--- config.mk ---
export PLATFORM = sky130hd
export DESIGN_NAME = veldt_rvfi_packer_flat
export DESIGN_NICKNAME = d
export VERILOG_FILES = /design/src/rtl/veldt_rvfi_packer_pkg.sv /design/src/rtl/veldt_rvfi_packer_if.sv /design/src/rtl/veldt_rvfi_packer.sv /design/src/flat_wrapper.sv
export SDC_FILE = /design/constraint.sdc
export NUM_CORES = 1
export LEC_CHECK = 0
export CAP_MARGIN = 20
export CORE_AREA = 4 4 270 272
export DETAILED_ROUTE_END_ITERATION = 16
export DIE_AREA = 0 0 274 276
export DONT_BUFFER_PORTS = 1
export RECOVER_POWER = 50
export SETUP_SLACK_MARGIN = 0.15
export SLEW_MARGIN = 20
export SYNTH_ARGS = -nofsm -noshare
export SYNTH_HDL_FRONTEND = slang
export SYNTH_SLANG_ARGS = --single-unit
--- constraint.sdc ---
create_clock -name clk -period 2.5 [get_ports clk]
set_clock_uncertainty 0.1 [all_clocks]
set_input_delay 0.25 -clock clk [delete_from_list [all_inputs] [get_ports clk]]
set_output_delay 0.25 -clock clk [all_outputs]
set_load 0.03 [all_outputs]
--- src/rtl/veldt_rvfi_packer_pkg.sv ---
// Shared types and constants for the Veldt RVFI retirement packer.
// The packet struct is used for both the collection shadow and the output register.
package veldt_rvfi_pkg;

    localparam int unsigned XLEN_DEF    = 32;
    localparam int unsigned ILEN_DEF    = 32;
    localparam int unsigned ORDER_W_DEF = 64;
    localparam int unsigned MASK_W_DEF  = XLEN_DEF / 8;

    localparam logic [1:0] RVFI_MODE_M = 2'b11;
    localparam logic [1:0] RVFI_IXL_32 = 2'b01;

    typedef enum logic {
        IDLE    = 1'b0,
        COLLECT = 1'b1
    } state_t;

    typedef struct packed {
        logic [ORDER_W_DEF-1:0] order;
        logic [ILEN_DEF-1:0]    insn;
        logic                   trap;
        logic                   halt;
        logic                   intr;
        logic [1:0]             mode;
        logic [1:0]             ixl;
        logic [4:0]             rs1_addr;
        logic [4:0]             rs2_addr;
        logic [4:0]             rd_addr;
        logic [XLEN_DEF-1:0]    rs1_rdata;
        logic [XLEN_DEF-1:0]    rs2_rdata;
        logic [XLEN_DEF-1:0]    rd_wdata;
        logic [XLEN_DEF-1:0]    pc_rdata;
        logic [XLEN_DEF-1:0]    pc_wdata;
        logic [XLEN_DEF-1:0]    mem_addr;
        logic [MASK_W_DEF-1:0]  mem_rmask;
        logic [MASK_W_DEF-1:0]  mem_wmask;
        logic [XLEN_DEF-1:0]    mem_rdata;
        logic [XLEN_DEF-1:0]    mem_wdata;
    } rvfi_pkt_t;

    // A freshly fetched instruction: only pc/insn known, every event field cleared.
    function automatic rvfi_pkt_t new_insn(input logic [XLEN_DEF-1:0] pc,
                                           input logic [ILEN_DEF-1:0] insn);
        rvfi_pkt_t p;
        p          = '0;
        p.pc_rdata = pc;
        p.insn     = insn;
        return p;
    endfunction

endpackage

--- src/rtl/veldt_rvfi_packer_if.sv ---
// Core-side event bus feeding the RVFI packer: fetch, register read,
// memory access, writeback and commit facts.
interface veldt_rvfi_packer_if #(
    parameter int unsigned XLEN = veldt_rvfi_pkg::XLEN_DEF,
    parameter int unsigned ILEN = veldt_rvfi_pkg::ILEN_DEF
) ();

    logic              fetch_valid;
    logic [XLEN-1:0]   fetch_pc;
    logic [ILEN-1:0]   fetch_insn;
    logic              rs_valid;
    logic [4:0]        rs1_addr;
    logic [4:0]        rs2_addr;
    logic [XLEN-1:0]   rs1_rdata;
    logic [XLEN-1:0]   rs2_rdata;
    logic              mem_valid;
    logic [XLEN-1:0]   mem_addr;
    logic [XLEN/8-1:0] mem_rmask;
    logic [XLEN/8-1:0] mem_wmask;
    logic [XLEN-1:0]   mem_wdata;
    logic [XLEN-1:0]   mem_rdata;
    logic              wb_valid;
    logic [4:0]        wb_addr;
    logic [XLEN-1:0]   wb_data;
    logic              commit_valid;
    logic              commit_trap;
    logic [XLEN-1:0]   commit_next_pc;

    modport master (
        output fetch_valid, fetch_pc, fetch_insn,
        output rs_valid, rs1_addr, rs2_addr, rs1_rdata, rs2_rdata,
        output mem_valid, mem_addr, mem_rmask, mem_wmask, mem_wdata, mem_rdata,
        output wb_valid, wb_addr, wb_data,
        output commit_valid, commit_trap, commit_next_pc
    );

    modport slave (
        input fetch_valid, fetch_pc, fetch_insn,
        input rs_valid, rs1_addr, rs2_addr, rs1_rdata, rs2_rdata,
        input mem_valid, mem_addr, mem_rmask, mem_wmask, mem_wdata, mem_rdata,
        input wb_valid, wb_addr, wb_data,
        input commit_valid, commit_trap, commit_next_pc
    );

endinterface

--- src/rtl/veldt_rvfi_packer.sv ---
// Collects per-instruction events from the multi-cycle Veldt core and emits one
// registered RVFI retirement packet per commit; flags core protocol violations.
module veldt_rvfi_packer
    import veldt_rvfi_pkg::*;
#(
    parameter int unsigned XLEN    = XLEN_DEF,
    parameter int unsigned ILEN    = ILEN_DEF,
    parameter int unsigned ORDER_W = ORDER_W_DEF
) (
    input  logic               clk,
    input  logic               reset,
    veldt_rvfi_packer_if.slave core,
    output logic               rvfi_valid,
    output logic [ORDER_W-1:0] rvfi_order,
    output logic [ILEN-1:0]    rvfi_insn,
    output logic               rvfi_trap,
    output logic               rvfi_halt,
    output logic               rvfi_intr,
    output logic [1:0]         rvfi_mode,
    output logic [1:0]         rvfi_ixl,
    output logic [4:0]         rvfi_rs1_addr,
    output logic [4:0]         rvfi_rs2_addr,
    output logic [4:0]         rvfi_rd_addr,
    output logic [XLEN-1:0]    rvfi_rs1_rdata,
    output logic [XLEN-1:0]    rvfi_rs2_rdata,
    output logic [XLEN-1:0]    rvfi_rd_wdata,
    output logic [XLEN-1:0]    rvfi_pc_rdata,
    output logic [XLEN-1:0]    rvfi_pc_wdata,
    output logic [XLEN-1:0]    rvfi_mem_addr,
    output logic [XLEN/8-1:0]  rvfi_mem_rmask,
    output logic [XLEN/8-1:0]  rvfi_mem_wmask,
    output logic [XLEN-1:0]    rvfi_mem_rdata,
    output logic [XLEN-1:0]    rvfi_mem_wdata,
    output logic               protocol_err
);

    state_t             state_q, state_d;
    rvfi_pkt_t          shadow_q, shadow_d, cur, fresh, pkt_d, out_q;
    logic [ORDER_W-1:0] order_q;
    logic               valid_q, err_q, emit, err_set;

    // Shadow merged with this cycle's events, so same-cycle events reach a commit.
    always_comb begin
        cur = shadow_q;
        if (core.rs_valid) begin
            cur.rs1_addr  = core.rs1_addr;
            cur.rs2_addr  = core.rs2_addr;
            cur.rs1_rdata = core.rs1_rdata;
            cur.rs2_rdata = core.rs2_rdata;
        end
        if (core.mem_valid) begin
            cur.mem_addr  = core.mem_addr;
            cur.mem_rmask = core.mem_rmask;
            cur.mem_wmask = core.mem_wmask;
            cur.mem_rdata = core.mem_rdata;
            cur.mem_wdata = core.mem_wdata;
        end
        if (core.wb_valid) begin
            cur.rd_addr  = core.wb_addr;
            cur.rd_wdata = core.wb_data;
        end
    end

    always_comb begin
        state_d  = state_q;
        shadow_d = shadow_q;
        pkt_d    = out_q;
        emit     = 1'b0;
        err_set  = 1'b0;
        fresh    = new_insn(core.fetch_pc, core.fetch_insn);
        case (state_q)
            IDLE: begin
                if (core.commit_valid) err_set = 1'b1;
                if (core.fetch_valid) begin
                    shadow_d = fresh;
                    state_d  = COLLECT;
                end
            end
            COLLECT: begin
                shadow_d = cur;
                if (core.commit_valid) begin
                    emit           = 1'b1;
                    pkt_d          = cur;
                    pkt_d.order    = order_q;
                    pkt_d.trap     = core.commit_trap;
                    pkt_d.halt     = 1'b0;
                    pkt_d.intr     = 1'b0;
                    pkt_d.mode     = RVFI_MODE_M;
                    pkt_d.ixl      = RVFI_IXL_32;
                    pkt_d.pc_wdata = core.commit_next_pc;
                    if (cur.rd_addr == 5'd0) pkt_d.rd_wdata = '0;
                    if (core.commit_trap) begin
                        pkt_d.rd_addr   = '0;
                        pkt_d.rd_wdata  = '0;
                        pkt_d.mem_rmask = '0;
                        pkt_d.mem_wmask = '0;
                    end
                    if (core.fetch_valid) shadow_d = fresh;
                    else                  state_d  = IDLE;
                end else if (core.fetch_valid) begin
                    err_set  = 1'b1;
                    shadow_d = fresh;
                end
            end
            default: state_d = IDLE;
        endcase
    end

    always_ff @(posedge clk) begin
        if (!reset) state_q <= IDLE;
        else        state_q <= state_d;
    end

    always_ff @(posedge clk) begin
        if (!reset) begin
            shadow_q <= '0;
            out_q    <= '0;
            valid_q  <= 1'b0;
            order_q  <= '0;
            err_q    <= 1'b0;
        end else begin
            shadow_q <= shadow_d;
            out_q    <= pkt_d;
            valid_q  <= emit;
            if (emit)    order_q <= order_q + 1'b1;
            if (err_set) err_q   <= 1'b1;
        end
    end

    assign rvfi_valid     = valid_q;
    assign rvfi_order     = out_q.order;
    assign rvfi_insn      = out_q.insn;
    assign rvfi_trap      = out_q.trap;
    assign rvfi_halt      = out_q.halt;
    assign rvfi_intr      = out_q.intr;
    assign rvfi_mode      = out_q.mode;
    assign rvfi_ixl       = out_q.ixl;
    assign rvfi_rs1_addr  = out_q.rs1_addr;
    assign rvfi_rs2_addr  = out_q.rs2_addr;
    assign rvfi_rd_addr   = out_q.rd_addr;
    assign rvfi_rs1_rdata = out_q.rs1_rdata;
    assign rvfi_rs2_rdata = out_q.rs2_rdata;
    assign rvfi_rd_wdata  = out_q.rd_wdata;
    assign rvfi_pc_rdata  = out_q.pc_rdata;
    assign rvfi_pc_wdata  = out_q.pc_wdata;
    assign rvfi_mem_addr  = out_q.mem_addr;
    assign rvfi_mem_rmask = out_q.mem_rmask;
    assign rvfi_mem_wmask = out_q.mem_wmask;
    assign rvfi_mem_rdata = out_q.mem_rdata;
    assign rvfi_mem_wdata = out_q.mem_wdata;
    assign protocol_err   = err_q;

endmodule

--- src/flat_wrapper.sv ---
// flat-port wrapper written by rule: the top's interface ports become plain ports
module veldt_rvfi_packer_flat import veldt_rvfi_pkg::*;
#(
    parameter int unsigned XLEN    = XLEN_DEF,
    parameter int unsigned ILEN    = ILEN_DEF,
    parameter int unsigned ORDER_W = ORDER_W_DEF
)
  (clk, reset, rvfi_valid, rvfi_order, rvfi_insn, rvfi_trap, rvfi_halt, rvfi_intr, rvfi_mode, rvfi_ixl, rvfi_rs1_addr, rvfi_rs2_addr, rvfi_rd_addr, rvfi_rs1_rdata, rvfi_rs2_rdata, rvfi_rd_wdata, rvfi_pc_rdata, rvfi_pc_wdata, rvfi_mem_addr, rvfi_mem_rmask, rvfi_mem_wmask, rvfi_mem_rdata, rvfi_mem_wdata, protocol_err, core_fetch_valid, core_fetch_pc, core_fetch_insn, core_rs_valid, core_rs1_addr, core_rs2_addr, core_rs1_rdata, core_rs2_rdata, core_mem_valid, core_mem_addr, core_mem_rmask, core_mem_wmask, core_mem_wdata, core_mem_rdata, core_wb_valid, core_wb_addr, core_wb_data, core_commit_valid, core_commit_trap, core_commit_next_pc);
  veldt_rvfi_packer_if #(.XLEN(XLEN), .ILEN(ILEN)) core_i ();
  input  logic clk;
  input  logic reset;
  output logic rvfi_valid;
  output logic [ORDER_W-1:0] rvfi_order;
  output logic [ILEN-1:0] rvfi_insn;
  output logic rvfi_trap;
  output logic rvfi_halt;
  output logic rvfi_intr;
  output logic [1:0] rvfi_mode;
  output logic [1:0] rvfi_ixl;
  output logic [4:0] rvfi_rs1_addr;
  output logic [4:0] rvfi_rs2_addr;
  output logic [4:0] rvfi_rd_addr;
  output logic [XLEN-1:0] rvfi_rs1_rdata;
  output logic [XLEN-1:0] rvfi_rs2_rdata;
  output logic [XLEN-1:0] rvfi_rd_wdata;
  output logic [XLEN-1:0] rvfi_pc_rdata;
  output logic [XLEN-1:0] rvfi_pc_wdata;
  output logic [XLEN-1:0] rvfi_mem_addr;
  output logic [XLEN/8-1:0] rvfi_mem_rmask;
  output logic [XLEN/8-1:0] rvfi_mem_wmask;
  output logic [XLEN-1:0] rvfi_mem_rdata;
  output logic [XLEN-1:0] rvfi_mem_wdata;
  output logic protocol_err;
  input wire logic [$bits(core_i.fetch_valid)-1:0] core_fetch_valid;
  input wire logic [$bits(core_i.fetch_pc)-1:0] core_fetch_pc;
  input wire logic [$bits(core_i.fetch_insn)-1:0] core_fetch_insn;
  input wire logic [$bits(core_i.rs_valid)-1:0] core_rs_valid;
  input wire logic [$bits(core_i.rs1_addr)-1:0] core_rs1_addr;
  input wire logic [$bits(core_i.rs2_addr)-1:0] core_rs2_addr;
  input wire logic [$bits(core_i.rs1_rdata)-1:0] core_rs1_rdata;
  input wire logic [$bits(core_i.rs2_rdata)-1:0] core_rs2_rdata;
  input wire logic [$bits(core_i.mem_valid)-1:0] core_mem_valid;
  input wire logic [$bits(core_i.mem_addr)-1:0] core_mem_addr;
  input wire logic [$bits(core_i.mem_rmask)-1:0] core_mem_rmask;
  input wire logic [$bits(core_i.mem_wmask)-1:0] core_mem_wmask;
  input wire logic [$bits(core_i.mem_wdata)-1:0] core_mem_wdata;
  input wire logic [$bits(core_i.mem_rdata)-1:0] core_mem_rdata;
  input wire logic [$bits(core_i.wb_valid)-1:0] core_wb_valid;
  input wire logic [$bits(core_i.wb_addr)-1:0] core_wb_addr;
  input wire logic [$bits(core_i.wb_data)-1:0] core_wb_data;
  input wire logic [$bits(core_i.commit_valid)-1:0] core_commit_valid;
  input wire logic [$bits(core_i.commit_trap)-1:0] core_commit_trap;
  input wire logic [$bits(core_i.commit_next_pc)-1:0] core_commit_next_pc;
  assign core_i.fetch_valid = core_fetch_valid;
  assign core_i.fetch_pc = core_fetch_pc;
  assign core_i.fetch_insn = core_fetch_insn;
  assign core_i.rs_valid = core_rs_valid;
  assign core_i.rs1_addr = core_rs1_addr;
  assign core_i.rs2_addr = core_rs2_addr;
  assign core_i.rs1_rdata = core_rs1_rdata;
  assign core_i.rs2_rdata = core_rs2_rdata;
  assign core_i.mem_valid = core_mem_valid;
  assign core_i.mem_addr = core_mem_addr;
  assign core_i.mem_rmask = core_mem_rmask;
  assign core_i.mem_wmask = core_mem_wmask;
  assign core_i.mem_wdata = core_mem_wdata;
  assign core_i.mem_rdata = core_mem_rdata;
  assign core_i.wb_valid = core_wb_valid;
  assign core_i.wb_addr = core_wb_addr;
  assign core_i.wb_data = core_wb_data;
  assign core_i.commit_valid = core_commit_valid;
  assign core_i.commit_trap = core_commit_trap;
  assign core_i.commit_next_pc = core_commit_next_pc;
  veldt_rvfi_packer #(.XLEN(XLEN), .ILEN(ILEN), .ORDER_W(ORDER_W)) u_core (.clk(clk), .reset(reset), .core(core_i), .rvfi_valid(rvfi_valid), .rvfi_order(rvfi_order), .rvfi_insn(rvfi_insn), .rvfi_trap(rvfi_trap), .rvfi_halt(rvfi_halt), .rvfi_intr(rvfi_intr), .rvfi_mode(rvfi_mode), .rvfi_ixl(rvfi_ixl), .rvfi_rs1_addr(rvfi_rs1_addr), .rvfi_rs2_addr(rvfi_rs2_addr), .rvfi_rd_addr(rvfi_rd_addr), .rvfi_rs1_rdata(rvfi_rs1_rdata), .rvfi_rs2_rdata(rvfi_rs2_rdata), .rvfi_rd_wdata(rvfi_rd_wdata), .rvfi_pc_rdata(rvfi_pc_rdata), .rvfi_pc_wdata(rvfi_pc_wdata), .rvfi_mem_addr(rvfi_mem_addr), .rvfi_mem_rmask(rvfi_mem_rmask), .rvfi_mem_wmask(rvfi_mem_wmask), .rvfi_mem_rdata(rvfi_mem_rdata), .rvfi_mem_wdata(rvfi_mem_wdata), .protocol_err(protocol_err));
endmodule
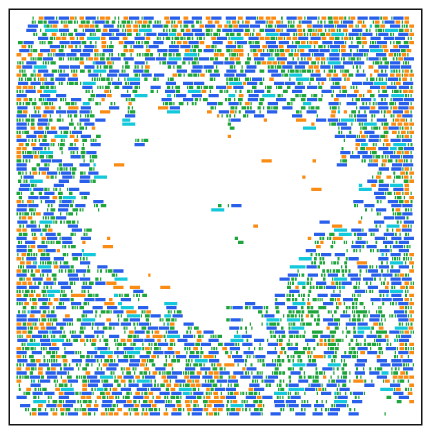
**Above:** cells colored by class.
(1.5 px per um)
class	color	cells
registers	blue	723
remaining buffers and delay cells	orange	533
clock drivers and dummy loads	cyan	133
remaining logic cells	green	2181
fin area: 35670 um^2
# rows: 98
placeable core area: 70750 um^2

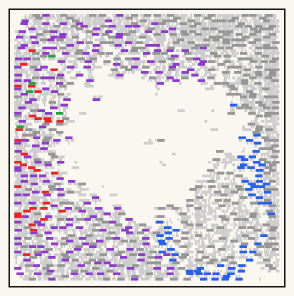
**Above:** register map, names as in the netlist.
(1 px per um)
name in the netlist	color	flops
u_core.shadow_q	purple	215
u_core.rvfi_rs1_addr	green	5
u_core.rvfi_order	blue	64
u_core.rvfi_rs1_rdata	red	32
not colored	407
P_seq: 12.6 mW
Reg area: 14480 um^2
fin util: 50.42%
sequential share of cell area: 40.58%

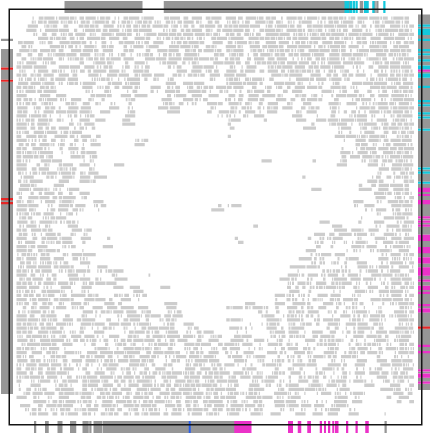
**Above:** ports around the boundary.
(1.5 px per um) Pins as bars across the die edge, other pins in gray.
port	color	pins	direction	edge
core_mem_valid	blue	1	input	bottom
rvfi_order	magenta	64	output	35 right, 29 bottom
rvfi_rs2_addr	red	5	output	4 left, 1 right
rvfi_pc_rdata	cyan	32	output	21 right, 11 top
Die Y: 276 um
Buffers on Ports: 0

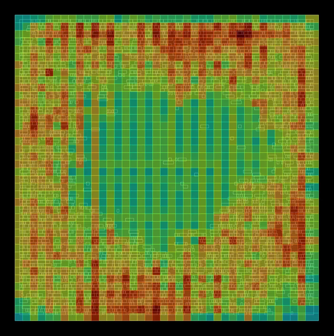
**Above:** track usage over the die.
met1 GRT Util: 26.16%
grt met2 use: 37.97%
GRT Util Overall: 22.38%
met3 Use GR: 7.515%
drt wl/cell: 19.59 um

[critical path, stage by stage (launching register included)]
cell     delay, ns
dfxtp_2       0.38
nand2_2       0.13
buf_2         1.16
nand2_1       0.18
a21oi_1       0.21
[cell usage in the layout, fill, tap and decap left out, types with 32 or more instances in the layout]
master         netlist  layout
mux2i_1            271     271
a211oi_1           207     207
nand2_1            704     701
a21oi_1            370     370
clkbuf_16            0      79
dlygate4sd3_1        0     451
a2bb2oi_1           32      32
buf_4                6      43
nor2_1             374     373
dfxtp_1            723     722
[power groups by stage]
stage	combinational, mW	clock [mW]	sequential, mW
2_1_floorplan	1.15	0	12.7
6_report	2.18	11.2	12.6
5_1_grt	2.39	12.0	12.6
3_5_place_dp	1.41	0	12.8
4_1_cts	2.19	11.4	12.6
3_3_place_gp	1.39	0	12.8
==> GITHUB_STEP_SUMMARY <==
## Implementation flow summary

| Metric | Value |
|---|---|
| Setup CP Type | reg2reg |
| Status | finished, violations left |
| Distinct lib cells used | 43 |
| Post-synth EDFFs | 0 |
| Least-Margin Pin Slew | 1.609 ns |
| Worst setup EP type | flip-flop |
| Ys cells | 3154 |
| Peak supply drop | 0.4925 mV |
| Synth top cell by count | dfxtp_1 |
| Aoi share | 14.12% |
| Final-report max-slew violation count | 75 |
| # Max-Cap Violations | 1 |
| Post-synth top cells | dfxtp_1 (723), nand2_1 (704), nor2_1 (374) |
| Initial antenna violation count | 13 |
| CP Data Required Time | 2.93 ns |
| Die Span X | 274 um |
| Die area | 75620 um^2 |
| Failing checks | max-capacitance violations, max-slew violations |
| Seq pwr share | 48.4% |
| Peak Freq | 440.0 MHz |
| Worst-path maximum fanout | 74 |
No activity file was given, so power comes from the tool's default toggle rates.
